File: config.mk
export PLATFORM = sky130hd
export DESIGN_NAME = compare_unit
export DESIGN_NICKNAME = d
export VERILOG_FILES = /design/src/rtl/compare_unit.sv
export SDC_FILE = /design/constraint.sdc
export NUM_CORES = 1
export LEC_CHECK = 0
export CELL_PAD_IN_SITES_DETAIL_PLACEMENT = 0
export CELL_PAD_IN_SITES_GLOBAL_PLACEMENT = 2
export CORE_AREA = 10 10 100 169
export DETAILED_ROUTE_END_ITERATION = 8
export DIE_AREA = 0 0 110 179
export PLACE_DENSITY = 0.75
export RECOVER_POWER = 100
export SLEW_MARGIN = 15
export SYNTH_ARGS = -nofsm -noshare
export SYNTH_HDL_FRONTEND = slang
export SYNTH_SLANG_ARGS = --single-unit
File: constraint.sdc
create_clock -name clk -period 2.3 [get_ports clk]
set_input_delay 0.345 -clock clk [delete_from_list [all_inputs] [get_ports clk]]
set_output_delay 0.345 -clock clk [all_outputs]
set_load 0.01 [all_outputs]
File: src/rtl/compare_unit.sv
// compare_unit: multi-cycle MSB-first chunked compare for EQ/NE/LT/GE/LTU/GEU with valid/ready handshakes
// Ports: clk, reset_n (async active-low); in_valid/in_ready, op (funct3), x, y on the input side;
// out_valid/out_ready, flag, result ({(N-1)'b0, flag}) on the output side.
// Optional: define COMPARE_UNIT_EARLY_EXIT_EN to leave BUSY on the first differing chunk.
module compare_unit #(
  parameter int N     = 32,
  parameter int CHUNK = 8
) (
  input  logic         clk,
  input  logic         reset_n,
  input  logic         in_valid,
  output logic         in_ready,
  input  logic [2:0]   op,
  input  logic [N-1:0] x,
  input  logic [N-1:0] y,
  output logic         out_valid,
  input  logic         out_ready,
  output logic         flag,
  output logic [N-1:0] result
);
  localparam int NC = N / CHUNK;
  localparam int KW = NC > 1 ? $clog2(NC) : 1;
  typedef enum logic [1:0] {IDLE, BUSY, DONE} state_t;
  state_t st, nxt;
  logic [N-1:0] xs, ys, sgn;
  logic [2:0] opr;
  logic [KW-1:0] k;
  logic eq_run, lt_run, eq_nx, lt_nx, last, fl;
  logic [CHUNK-1:0] xc, yc;
  // flipping the sign bit turns a signed compare into an unsigned one
  assign sgn = {op[2:1] == 2'b10, {(N-1){1'b0}}};
  // operands shift left each BUSY cycle, so the current chunk is always the top one
  assign xc = xs[N-1 -: CHUNK];
  assign yc = ys[N-1 -: CHUNK];
  assign eq_nx = eq_run && xc == yc;
  assign lt_nx = (eq_run && xc != yc) ? xc < yc : lt_run;
  assign fl = opr == 3'b000 ? eq_nx : opr == 3'b001 ? !eq_nx : opr[2] ? lt_nx ^ opr[0] : 1'b0;
  assign result = {{(N-1){1'b0}}, flag};
`ifdef COMPARE_UNIT_EARLY_EXIT_EN
  assign last = k == '0 || (eq_run && xc != yc);
`else
  assign last = k == '0;
`endif
  always_ff @(posedge clk or negedge reset_n)
    if (!reset_n) st <= IDLE;
    else st <= nxt;
  always_comb
    nxt = st == IDLE ? (in_valid ? BUSY : IDLE) :
          st == BUSY ? (last ? DONE : BUSY) :
          st == DONE ? (out_ready ? IDLE : DONE) : IDLE;
  always_comb begin
    in_ready  = st == IDLE;
    out_valid = st == DONE;
  end
  always_ff @(posedge clk or negedge reset_n)
    if (!reset_n) begin
      xs     <= '0;
      ys     <= '0;
      opr    <= '0;
      k      <= '0;
      eq_run <= 1'b0;
      lt_run <= 1'b0;
      flag   <= 1'b0;
    end else if (st == IDLE && in_valid) begin
      xs     <= x ^ sgn;
      ys     <= y ^ sgn;
      opr    <= op;
      k      <= KW'(NC - 1);
      eq_run <= 1'b1;
      lt_run <= 1'b0;
    end else if (st == BUSY) begin
      xs     <= xs << CHUNK;
      ys     <= ys << CHUNK;
      k      <= k - 1'b1;
      eq_run <= eq_nx;
      lt_run <= lt_nx;
      if (last) flag <= fl;
    end
endmodule
Sequential cells grouped by signal name:
The bar under the picture is 20 um long. Other sequential cells in the stronger gray, the rest of the logic in the fainter gray.
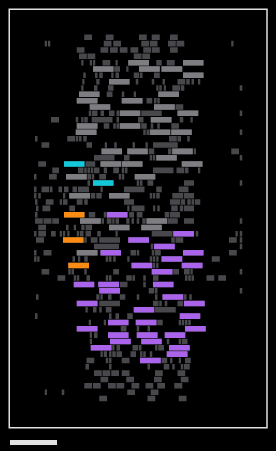
| signal | color | sequential cells |
|---|---|---|
| k | cyan | 2 |
| opr | orange | 3 |
| xs | purple | 32 |
not colored: 37

Clock nets:
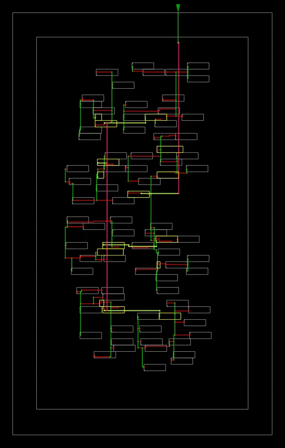
CTS sink cnt: 74
clock buffers: 10
Flops: 74
P_clk: 1450 uW
clock skew after layout: 0.007586 ns

==> metrics.yaml <==
outcome: "complete, no violations"
power.total_uw: 6183
post-place-cells: 626
crit_fanout: 4
initialDrtViolationCount: 125
hold_ws_ns: 0.1730
multi_input_comb_area_um2: 1468
final_count_of_negative_setup_slack_endpoints: 0
final_layout_size_suffix_gt1_frac: 0.08026
synthDominantAreaCellType: "sky130_fd_sc_hd__dfrtp_1"
yosys-top-cells-area: "sky130_fd_sc_hd__dfrtp_1 52%, sky130_fd_sc_hd__nand2_1 13%, sky130_fd_sc_hd__a22oi_1 8.4%, sky130_fd_sc_hd__buf_4 6.7%, sky130_fd_sc_hd__ha_1 3.1%"
r2r-end: "flag"
worst-path-buf-inv: 1
ir_worst_vdd_mv: 0.7484
cap_viol_max_count: 0
buffers_excl_clock: 82
fp_util: 0.2537
top_area_frac: 0.5159
achievable-frequency_mhz: 527.2
timing.max_slew.rel_slack: 0.3271
layout_inverter_count_without_the_clock_tree: 13
routed_wire_length_per_instance_um: 15.25
post_cts_buffers: 0
timing.rr.start: "st[1]"
cts_max_level: 3
synth-xor-area-share: 0.01220
tap_cells: 180
io_count: 106
top_cells_by_count: "128 x sky130_fd_sc_hd__nand2_1, 74 x sky130_fd_sc_hd__dfrtp_1, 40 x sky130_fd_sc_hd__a22oi_1"
post_synth_ao_oa_area_fraction: 0.1384
avg_synthesized_cell_area_um2: 9.228
postSynth.asyncResetShare: 1.000
placed_cell_area_um2: 4405
top_logic_kind: "simple AND/OR/NAND/NOR gates"
drt.antenna.violating_nets: 0
die_h_um: 179
wl_um: 9778
power-per-cell-area_nw_per_um2: 1319
final_layout_top_logic_cell: "sky130_fd_sc_hd__nand2_1"
endpoint_kind: "output port"
cp_slowest_cell: "sky130_fd_sc_hd__dlygate4sd3_1"
dr_total_vias: 2768
synth-simple-area-share: 0.1917
clockRootBuffer: "sky130_fd_sc_hd__clkbuf_16"
detail_route.drc_violations: 0
worst_setup_slack_after_layout_ns: 0.4032
adder_share: 0.03137
grt.overflow.total: 0
clk_tree_area_frac: 0.06594
muxShareOfSynthArea: 0
synth.ff_latch_count: 74
critPathKind: "reg -> out"
crit_cells: 2
ys_chip_area_um2: 3590
grt_pass1_vias: 3069
synthesis.area_um2: 3590
cts_hold_buf: 0
path_clk_slew_ns: 0.05
r2r_cells: 5
number_of_buffers_created_by_cts: 9
insertion_delay_ns: 0.33
dp_worst_setup_slack_ns: 0.3665
cell_row_count: 58
grt_util_all_layers: 0.1020
synth-cells-yosys: 389
non_clock_buffer_share: 0.1674
die_area_um2: 19690
synth_warnings: 0
min-delay-path-class: "in -> async"
grt_antenna_before_repair: 0
drv_slew: 0
gpl.final_weighted_congestion: 0.7591
crit_path_start_kind: "flop"
grt_pass1_wl_um: 15350
sh_seq_area: 0.3951
The metal 1 layer:
The bar under the picture is 20 um long.
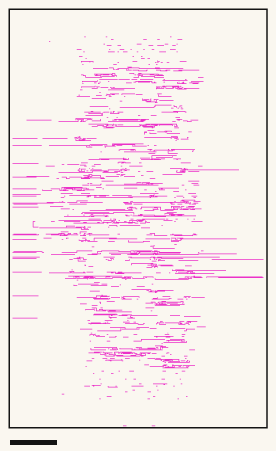
share of all routed wire: 38%
main direction: horizontal
nets with wire on the layer: 469
wire length on this layer: 3,710 um
longest straight run: 26.7 um

-- registers in the layout, summed over array words and instances, names as in the netlist --
register,cells
eq_run,1
flag,1
k,2
lt_run,1
opr,3
st,2
xs,32
ys,32
-- where the power goes --
part / internal [uW] / leakage (uW) / total [uW] / switching (uW)
logic: 994 / 0.00117 / 2480 / 1480
clock network: 941 / 0.000145 / 1450 / 509
registers: 1910 / 0.000936 / 2260 / 343
total: 3850 / 0.00225 / 6180 / 2330
-- cell families after synthesis --
group	Yosys count
AOI/OAI and AO/OA	65
adders and majority gates	9
xor gates and xnor gates	5
DFF	74
other	1
buffers and inverters	68
and+or+nand+nor	167
-- routing by layer --
metal,GRT usage,vias up,part of all wire
li1,-,1379,-
met1,0.1080,1316,0.38
met2,0.1873,67,0.56
met3,0.02448,6,0.044
met4,0.03758,0,0.015
met5,0,-,0
No activity file was given, so power comes from the tool's default toggle rates.
